--- src/rtl/kgp_control_sequencer.sv ---
// Multi-cycle fetch/decode/control sequencer for the KGP-RISC datapath.
// Optional retired-instruction counter: define KGP_SEQ_PERF_EN to add retired_cnt.
module kgp_control_sequencer #(
  parameter int                ADDR_W   = 8,
  parameter logic [ADDR_W-1:0] RESET_PC = '0
) (
  input  logic              clk,
  input  logic              reset,
  input  logic              start,
  output logic [ADDR_W-1:0] instr_addr,
  input  logic [31:0]       instr_data,
  output logic [4:0]        sr1,
  output logic [4:0]        sr2,
  output logic [4:0]        dr,
  output logic              write,
  output logic              sel,
  output logic [31:0]       imm_data,
  output logic [3:0]        mode,
  output logic              en,
  output logic              busy,
  output logic              halted,
  output logic              illegal,
`ifdef KGP_SEQ_PERF_EN
  output logic [31:0]       retired_cnt,
`endif
  output logic [2:0]        dbg_state
);

  typedef enum logic [2:0] {
    S_IDLE   = 3'd0,
    S_FETCH  = 3'd1,
    S_DECODE = 3'd2,
    S_EXEC   = 3'd3,
    S_WB     = 3'd4,
    S_HALTED = 3'd5
  } state_e;

  localparam logic [5:0] OP_ALU  = 6'b000000;
  localparam logic [5:0] OP_LI   = 6'b000001;
  localparam logic [5:0] OP_JMP  = 6'b000010;
  localparam logic [5:0] OP_HALT = 6'b111111;

  state_e            state_q, state_d;
  logic [ADDR_W-1:0] pc_q, pc_d;
  logic [31:0]       ir_q, ir_d;

  logic [5:0] ir_op;
  logic [5:0] dec_op;
  logic       is_alu, is_li, is_jmp, dec_legal;

  assign ir_op     = ir_q[31:26];
  assign dec_op    = instr_data[31:26];
  assign is_alu    = (ir_op == OP_ALU);
  assign is_li     = (ir_op == OP_LI);
  assign is_jmp    = (ir_op == OP_JMP);
  assign dec_legal = (dec_op == OP_ALU) || (dec_op == OP_LI) ||
                     (dec_op == OP_JMP) || (dec_op == OP_HALT);

  // start is a level sampled only in IDLE; there is no ready/ack back to the source.
  always_comb begin
    state_d = state_q;
    pc_d    = pc_q;
    ir_d    = ir_q;
    case (state_q)
      S_IDLE:   if (start) state_d = S_FETCH;
      S_FETCH:  state_d = S_DECODE;
      S_DECODE: begin
        if (dec_op == OP_HALT) begin
          state_d = S_HALTED;
        end else begin
          ir_d    = instr_data;
          state_d = S_EXEC;
        end
      end
      S_EXEC:   state_d = S_WB;
      S_WB: begin
        pc_d    = is_jmp ? ir_q[ADDR_W-1:0] : pc_q + ADDR_W'(1);
        state_d = S_FETCH;
      end
      S_HALTED: state_d = S_HALTED;
      default:  state_d = S_IDLE;
    endcase
  end

  always_ff @(posedge clk) begin
    if (reset) begin
      state_q <= S_IDLE;
      pc_q    <= RESET_PC;
      ir_q    <= '0;
    end else begin
      state_q <= state_d;
      pc_q    <= pc_d;
      ir_q    <= ir_d;
    end
  end

  // Datapath selects come straight from the latched instruction, so they stay
  // stable from EXEC through WB; strobes are masked by reset to avoid a partial write.
  always_comb begin
    instr_addr = pc_q;
    sr1        = ir_q[25:21];
    sr2        = ir_q[20:16];
    dr         = is_li ? ir_q[20:16] : ir_q[15:11];
    mode       = ir_q[10:7];
    sel        = is_li;
    imm_data   = {{16{ir_q[15]}}, ir_q[15:0]};
    en         = !reset && is_alu && ((state_q == S_EXEC) || (state_q == S_WB));
    write      = !reset && (is_alu || is_li) && (state_q == S_WB);
    illegal    = !reset && (state_q == S_DECODE) && !dec_legal;
    busy       = (state_q != S_IDLE) && (state_q != S_HALTED);
    halted     = (state_q == S_HALTED);
    dbg_state  = state_q;
  end

`ifdef KGP_SEQ_PERF_EN
  logic [31:0] retired_q, retired_d;

  always_comb begin
    retired_d = retired_q;
    if ((state_q == S_WB) && (retired_q != 32'hFFFF_FFFF)) retired_d = retired_q + 32'd1;
  end

  always_ff @(posedge clk) begin
    if (reset) retired_q <= '0;
    else       retired_q <= retired_d;
  end

  assign retired_cnt = retired_q;
`endif

endmodule
--- config.mk ---
export PLATFORM = sky130hd
export DESIGN_NAME = kgp_control_sequencer
export DESIGN_NICKNAME = d
export VERILOG_FILES = /design/src/rtl/kgp_control_sequencer.sv
export SDC_FILE = /design/constraint.sdc
export NUM_CORES = 1
export LEC_CHECK = 0
export ABC_CLOCK_PERIOD_IN_PS = 1900
export CAP_MARGIN = 20
export CORE_ASPECT_RATIO = 0.9
export CORE_MARGIN = 2
export CORE_UTILIZATION = 30
export DETAILED_ROUTE_END_ITERATION = 8
export PLACE_DENSITY = 0.59
export SYNTH_ARGS = -nofsm -noshare
export SYNTH_HDL_FRONTEND = slang
export SYNTH_SLANG_ARGS = --single-unit
--- constraint.sdc ---
create_clock -name clk -period 1.9 [get_ports clk]
set_input_delay 0.285 -clock clk [delete_from_list [all_inputs] [get_ports clk]]
set_output_delay 0.285 -clock clk [all_outputs]
set_load 0.005 [all_outputs]
Figure 1. Routed metal, one colour a layer (run 1).
Bar = 20 um.
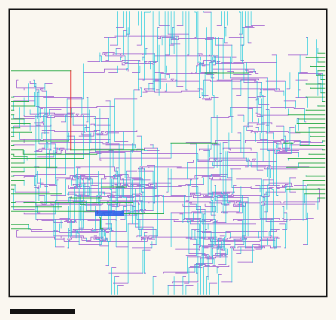
Key: met4 = red [wire length 25.2 um]; met2 = cyan [wire length 2740 um]; met1 = purple [wire length 2890 um]; met3 = green [wire length 521 um]; met5 = blue [wire length 7.40 um]
vias: 2142
global-route usage over all layers: 14.0%
wire per inst: 13.4 um

Figure 2. Selected gate families (run 1).
Bar = 20 um.
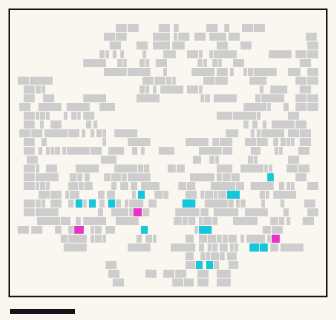
Key: AND-OR and OR-AND gates = magenta [cells 3]; AND and OR gates = cyan [cells 13, most used and2_1]

Figure 3. Routing congestion (run 1).
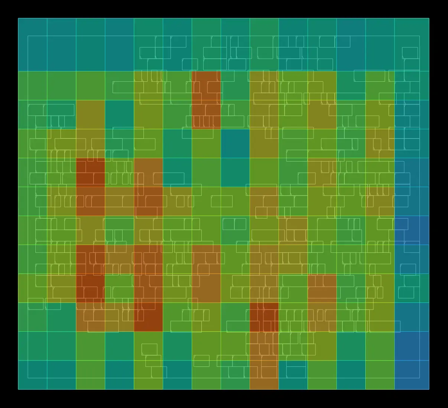
most crowded layer after global routing: met2
met3 layer usage reported by global route: 4.98%
final core utilization: 44.6%

==> results.txt, run 1 <==
flow finished, numbers: cell with the most instances on the worst path=buf_6, DRC=0, number of endpoints with negative hold slack in the final report=0, Max stage delay on crit path=about 0.56 ns, final worst-path setup slack=-0.307 ns, clk ins delay skew pair=approximately 0.28 ns, number of warning messages in the yosys log=0, sequential fraction of design power=47.2%, cell area after synthesis=~2400 um^2, Power Dens Cells=roughly 600 nW/um^2, Slowest-stage cell, CP=or4_4, total CTS buffers=5, commonest non-fill, non-tap cell in the layout=clkdlybuf4s50_1, remaining antenna violation count=0, number of warnings in the stage logs=28, DRC marker count from the first detailed-route iteration=76, switching share of power=26.4%, number of synthesized register bits=between 40 and 50, diode insertion count for antenna repair=0, number of vias per cell after detailed routing=about 4.6, Lkg Pwr=0.00125 uW, area delta synth->final=42.6%, final setup fails=8, post-synth top area cell=dfxtp_1, most repeated cell in the gate-level netlist after synthesis=nand2_1, total instance count after detailed placement=454, sink count of the clock tree=between 40 and 50, routability-driven placement congestion ratio=roughly 0.79, power dissipated in combinational cells=around 520 uW, transition at the pin with the smallest max-transition slack=between 0.3 and 0.4 ns, post-layout period usage of the worst path=116%, post-layout total power=~2100 uW, worst path cell trace=or4_4, nor2_4, nand2_4, buf_6, mux2_4, buf_6, Fin Clk Skew=0.00269 ns, Seq/Total Area, Yosys=36.1%, final layout net count=just over 400, sequential power=990 uW, Max Cap Violations=0, number of flops mapped to enable cells by yosys=0, final worst path period need=between 2 and 2.5 ns, fraction of layout instances using a drive strength above 1=between 10% and 20%, Clk pwr share=about 28%, number of buffers on the longest clock path=2, number of cells on the worst reg-to-reg path=5, violations in the final reports=negative setup slack, Crit Path Class=flop to primary output, number of buffers added to fix hold violations after cts=0, most instantiated logic cells after routing=clkdlybuf4s50_1, nand2_1, a21oi_1, ranking of synthesized cells by area=dfxtp_1, buf_4, nand2_1, a21oi_1, mux2_4, Crit Reg-Reg Startpoint=ir_q[27], Switch Pwr=554 uW, Req. time, crit path=roughly 1.6 ns, Core Rows=30, Clock transition at path regs=0.08 ns, Worst Hold Path EP=ir_q[29], iteration count of the initial detailed-routing pass=5, number of standard cells reported by yosys=292, GR Layer Usage met2=a little over a fifth, clock tree from TritonCTS=done, ys async rst share=0%, top cell types by occurrence after synthesis=nand2_1, buf_4, dfxtp_1, a21oi_1, nor2_1, startpoint class of the critical path=flop, post-synthesis area per instance=a little over 8 um^2, CP endpoint kind=primary output, endpoint of the lowest-slack register-to-register path=instr_addr[4], Die Outline Area=8670 um^2, Crit path arrival time=~1.9 ns, total gr overflow=0, outcome=finished with violations, antenna violations before repair=1, number of gates given a new drive strength after cts=40, total count of max-transition violations in the final report=0
-- run 1: cell type report --
type                       count  area, um^2  area share [%]
tap                           96         120            3.53
inverter                       2        7.51           0.221
clock inverter                 1        5.00           0.147
sequential                    43         866            25.5
multi-input combinational    186        1090            32.0
clock buffer                   6        82.6            2.43
timing repair buffer         129        1230            36.2
-- run 1: routing by layer --
metal | vias up | wire length [um]
li1 | 1093 | -
met1 | 962 | 2890
met2 | 81 | 2740
met3 | 4 | 521
met4 | 2 | 25
met5 | - | 7
-- run 1: through the flow --
step / utilization [%] / hold WS (ns) / setup TNS [ns] / setup slack, ns
5_1_grt: 44.6 / 0.403 / -2.11 / -0.377
2_1_floorplan: - / 0.421 / 0 / 0.215
3_3_place_gp: 43.1 / 0.442 / -1.66 / -0.253
6_report: 44.6 / 0.360 / -1.56 / -0.307
3_5_place_dp: 43.1 / 0.449 / -1.76 / -0.266
4_1_cts: 44.5 / 0.399 / -2.00 / -0.352
-- run 1: worst max path at each step --
stage	start	to
floorplan	dbg_state[0]	illegal
global placement	instr_data[30]	illegal
detailed placement	instr_data[30]	illegal
CTS	ir_q[28]	dr[0]
global route	ir_q[31]	dr[0]
finish	ir_q[31]	dr[0]
-- run 1: logic make-up (layout without fill, tap and decap cells) --
group | Yosys count | count (layout) | share of synthesized area, %
AND-OR/OR-AND | 63 | 63 | 16.8
adder cells (fa/ha/maj) | 1 | 1 | 0.525
buffers and inverters | 63 | 138 | 19.2
flip-flops | 43 | 43 | 36.1
multiplexers | 5 | 5 | 3.15
AND/OR/NAND/NOR | 117 | 117 | 24.2
-- run 1: critical path, delay by kind of cell (launching register included) --
kind	cells	cell delay, ns
buffers and inverters	2	0.25
muxes	1	0.29
DFF	1	0.32
and+or+nand+nor	3	0.77
--- run 2 (diff from run 1) ---
--- a/config.mk
+++ b/config.mk
@@ -9,9 +9,9 @@
 export CAP_MARGIN = 20
 export CORE_ASPECT_RATIO = 0.9
 export CORE_MARGIN = 2
-export CORE_UTILIZATION = 30
+export CORE_UTILIZATION = 29
 export DETAILED_ROUTE_END_ITERATION = 8
-export PLACE_DENSITY = 0.59
+export PLACE_DENSITY = 0.64
 export SYNTH_ARGS = -nofsm -noshare
 export SYNTH_HDL_FRONTEND = slang
 export SYNTH_SLANG_ARGS = --single-unit
Figure 4. Selected gate families (run 2).
Bar = 20 um.
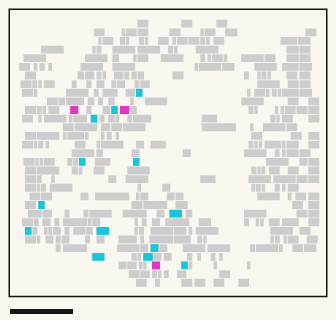
Key: AND-OR and OR-AND gates = magenta [cells 3]; AND and OR gates = cyan [cells 13, most used and2_1]

Figure 5. Routed metal, one colour a layer (run 2).
Bar = 20 um.
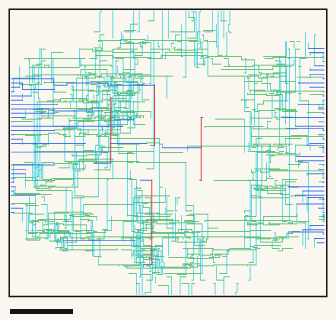
Key: met3 = blue [wire length 538 um]; met2 = cyan [wire length 2520 um]; met1 = green [wire length 2910 um]; met4 = red [wire length 85.7 um]

==> results.txt, run 2 <==
flow finished, numbers: outcome=finished with violations, violations in the final reports=negative setup slack, top cell types by occurrence after synthesis=nand2_1, buf_4, dfxtp_1, a21oi_1, nor2_1, sequential power=roughly 990 uW, final setup fails=8, Crit path arrival time=around 2 ns, met3 layer usage reported by global route=approximately 5%, global-route usage over all layers=13.4%, cell with the most instances on the worst path=buf_6, Switch Pwr=a little under 600 uW, clk ins delay skew pair=0.29 ns, clock tree from TritonCTS=done, final worst path period need=2.24 ns, sink count of the clock tree=between 40 and 50, number of synthesized register bits=approximately 43, GR Layer Usage met2=20.4%, final worst-path setup slack=-0.338 ns, Core Rows=31, total count of max-transition violations in the final report=0, worst hold slack=approximately 0.31 ns, routability-driven placement congestion ratio=~0.8, total instance count after detailed placement=between 400 and 500, number of buffers added to fix hold violations after cts=0, post-layout period usage of the worst path=118%, vias=2182, DRC=0, ys async rst share=0%, uppermost metal layer occupied by signal nets=met4, most instantiated logic cells after routing=clkdlybuf4s50_1, nand2_1, a21oi_1, startpoint class of the critical path=flop, Clock transition at path regs=~0.080 ns, worst path cell trace=or4_4, nor2_4, nand2_4, buf_6, mux2_4, buf_6, Fin Clk Skew=about 0.005 ns, number of warnings in the stage logs=28, commonest non-fill, non-tap cell in the layout=clkdlybuf4s50_1
==> run 2: layout make-up <==
class / instances / area [um^2]
clock buffer: 6 / 72.6
inverter: 2 / 7.51
sequential: 43 / 866
timing repair buffer: 132 / 1280
clock inverter: 2 / 60.1
fill: 806 / 4530
tap: 99 / 124
multi-input combinational: 186 / 1090
==> run 2: worst paths after layout <==
path,endpoint,slack (ns),cells after the start
max reg2reg,instr_addr[6],0.31,5
min reg2reg,ir_q[21],0.46,2
min,ir_q[30],0.31,2
max,dr[3],-0.34,6
==> run 2: through the flow <==
step	total power, uW	util, %	worst slack (ns)
floorplan	1290	-	0.215
global placement	1520	40.9	-0.213
detailed placement	1530	40.9	-0.237
CTS	2400	43.1	-0.373
global route	2510	43.6	-0.411
finish	2380	43.6	-0.338
==> run 2: timing repair <==
| item | 4_1_cts | 5_1_grt |
|---|---|---|
| buffers inserted | 4 | 1 |
| hold endpoints to repair | 0 | 0 |
| gates resized | 43 | 15 |
| pin swaps | 4 | 3 |
| endpoints found under the setup margin | 11 | 10 |
| gates cloned | 0 | 0 |
==> run 2: kinds of logic (layout without fill, tap and decap cells) <==
| logic type | count (synthesis) | after routing | synth area share [%] |
|---|---|---|---|
| buffers and inverters | 63 | 142 | 19.2 |
| AND/OR/NAND/NOR | 117 | 117 | 24.2 |
| flip-flops | 43 | 43 | 36.1 |
| AND-OR/OR-AND | 63 | 63 | 16.8 |
| multiplexers | 5 | 5 | 3.15 |
| adder cells (fa/ha/maj) | 1 | 1 | 0.525 |
==> run 2: critical path: cells and delay by family, from the launching register on <==
family                 cells  cell delay (ns)
flip-flops                 1             0.33
AND/OR/NAND/NOR            3             0.79
multiplexers               1             0.29
buffers and inverters      2             0.25
--- run 3 (diff from run 2) ---
--- a/config.mk
+++ b/config.mk
@@ -5,6 +5,7 @@
 export SDC_FILE = /design/constraint.sdc
 export NUM_CORES = 1
 export LEC_CHECK = 0
+export ABC_AREA = 1
 export ABC_CLOCK_PERIOD_IN_PS = 1900
 export CAP_MARGIN = 20
 export CORE_ASPECT_RATIO = 0.9
@@ -12,6 +13,7 @@
 export CORE_UTILIZATION = 29
 export DETAILED_ROUTE_END_ITERATION = 8
 export PLACE_DENSITY = 0.64
+export RECOVER_POWER = 25
 export SYNTH_ARGS = -nofsm -noshare
 export SYNTH_HDL_FRONTEND = slang
 export SYNTH_SLANG_ARGS = --single-unit
Figure 6. A small window of the routed layout (run 3).
Bar = 5 um. Region (39, 53) to (59, 73) um. Cells in grey, sequential cells in the stronger grey; small squares are vias.
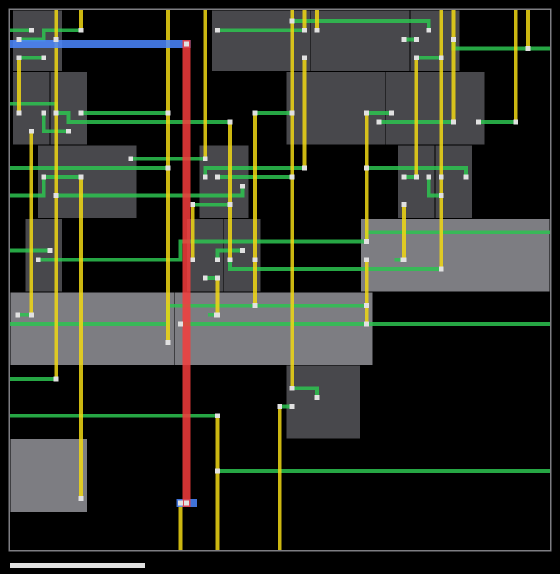
Key: met2 = yellow; met1 = green; met4 = red; met3 = blue
Most frequent: nor2_1 (6), clkdlybuf4s50_1 (5). Netlist names of flops here include ir_q (3). Sequential cells in the window: 3. 19 logic cells have their middle in the window.

Figure 7. Routed metal, one colour a layer (run 3).
Bar = 20 um.
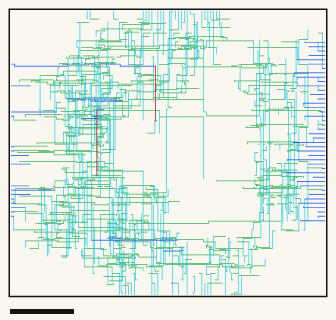
Key: met1 = green [wire length 2650 um]; met2 = cyan [wire length 2860 um]; met3 = blue [wire length 403 um]; met4 = red [wire length 37.4 um]
routed wire length: 5.96 mm
vias: 2244
wire per inst: 11.7 um

==> results.txt, run 3 <==
flow finished, numbers: XOR Share, Synth=0%, clock tree from TritonCTS=done, Seq/Total Area, Yosys=around 37%, Simple-Gate Area Share=between 20 and 30%, post-synth top area cell=dfxtp_1, final worst path period need=1.81 ns, Max Cap Violations=0, CP endpoint kind=primary output, Adder Share, Synth=less than 1%, post-layout total power=2470 uW, Max power group=sequential cells, Slowest-stage cell, CP=dfxtp_1, iteration count of the initial detailed-routing pass=4, number of flops mapped to enable cells by yosys=0, number of warnings in the stage logs=26, Clock transition at path regs=0.08 ns, sequential fraction of design power=42.6%, number of buffers on the longest clock path=2, aoi share=11.7%, register bank with the most flops=ir_q, number of standard cells reported by yosys=336, final worst-path setup slack=between 0.09 and 0.1 ns, clk ins delay skew pair=roughly 0.29 ns, endpoint of the lowest-slack register-to-register path=ir_q[4], Worst setup endpoint=illegal, ranking of synthesized cells by area=dfxtp_1, buf_4, nor2_1, nand2_1, o21ai_0, number of cells on the critical path=6, pre-CTS worst setup slack=-0.0871 ns, worst setup path startpoint=dbg_state[1], Switch Pwr=around 670 uW, DRC=0, Crit Reg-Reg Startpoint=dbg_state[1], transition at the pin with the smallest max-transition slack=roughly 0.45 ns, most repeated cell in the gate-level netlist after synthesis=nor2_1, diode insertion count for antenna repair=0, global-route wire length before repair=9.49 mm, number of vias per cell after detailed routing=approximately 4.4, worst hold path class=flop to flop, FF-to-FF setup slack=between 0.3 and 0.4 ns, number of gates given a new drive strength after cts=18, ys async rst share=0%, Power Dens Cells=747 nW/um^2, count of filler cells inserted in the layout=just over 800, Max stage delay on crit path=~0.36 ns, startpoint class of the critical path=flop, Synth logic family=simple AND/OR/NAND/NOR gates, sequential power=1050 uW, Die Outline Area=8830 um^2, post-synthesis area per instance=around 7 um^2, Crit path arrival time=1.52 ns, outcome=finished, final reports clean, DRC marker count from the first detailed-route iteration=approximately 76, remaining antenna violation count=0, switching share of power=a little over a quarter, total CTS buffers=5, number of cells on the worst reg-to-reg path=8, Core Rows=31, power dissipated in combinational cells=673 uW, final layout net count=between 400 and 500, setup fix buffers added after clock tree synthesis=4, number of endpoints with negative hold slack in the final report=0, sink count of the clock tree=between 40 and 50, routability-driven placement congestion ratio=between 0.8 and 0.9, area delta synth->final=40.8%, Die H=about 90 um, number of warning messages in the yosys log=0, Setup TNS=0 ns, antenna violations before repair=0, most instantiated logic cells after routing=nor2_1, clkdlybuf4s50_1, nand2_1, number of buffers added to fix hold violations after cts=0, number of synthesized register bits=between 40 and 50, Clk pwr share=between 30% and 40%, post-layout period usage of the worst path=a little over nine tenths, count of cell types in the netlist=29
-- run 3: cell types whose count changed after synthesis, moves of 8 or more --
| cell | delta |
|---|---|
| nor2_1 | +73 |
| a21oi_1 | -33 |
| o21ai_0 | +28 |
| inv_1 | +20 |
| nand2_1 | -15 |
| o21ai_1 | +8 |
-- run 3: worst min-delay path by stage --
stage                     cells after the start  slack (ns)  endpoint            from
after floorplan                               2        0.43  ir_q[20]  instr_data[20]
after global placement                        2        0.46  ir_q[31]        ir_q[31]
after detailed placement                      2        0.47  ir_q[31]        ir_q[31]
after CTS                                     2        0.50  ir_q[22]        ir_q[22]
after global routing                          2        0.52  ir_q[28]        ir_q[28]
final                                         2        0.48  ir_q[23]        ir_q[23]
-- run 3: metal layers --
metal  share of wire, %  vias up  track usage (%)  routed length (um)
met5                  0        -                0                   0
met1                 45     1006             16.3                2650
met2                 48       77             23.6                2860
met3                6.7        4             3.21                 402
li1                   -     1157                -                   -
met4               0.62        0             3.36                  37
-- run 3: area by class of cell --
cell class	count	area, um^2	share of cell area [%]
Timing Repair Buffer	121	1140	34.5
Multi-Input combinational cell	212	961	29.1
Sequential cell	43	867	26.2
Tap cell	99	124	3.75
Inverter	24	95.1	2.88
Clock buffer	6	82.6	2.50
Clock inverter	2	35.0	1.06
-- run 3: worst register-to-register path: cells and delay by family (launching register included) --
kind            cells  cell delay (ns)
compound gates      1             0.15
buf+inv             4             0.61
simple gates        3             0.34
flops               1             0.36
-- run 3: stage by stage --
stage                     hold WS (ns)  utilization, %
after detailed placement         0.470            39.6
after global routing             0.516            41.6
after global placement           0.456            39.6
final                            0.484            41.6
after CTS                        0.495            41.4
after floorplan                  0.430               -

## Gallery

Sequential cells grouped by signal name.
Bar = 20 um. Other cells in grey.
(a)
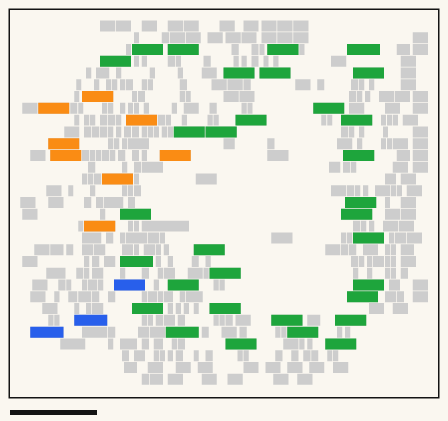
(b)
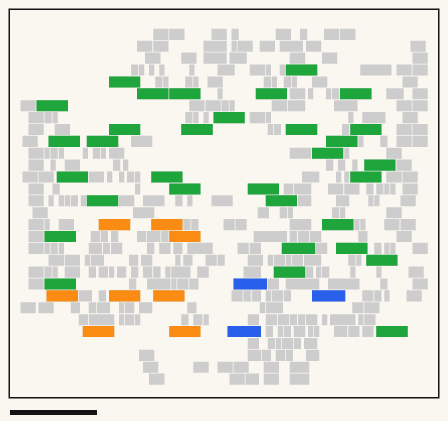
(c)
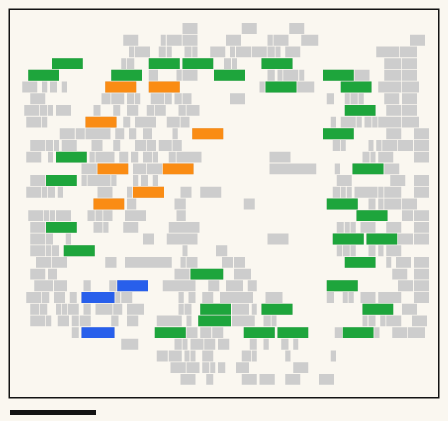
- (a) = run 3
- (c) = run 2
- (b) = run 1

No activity file was given, so power comes from the tool's default toggle rates.
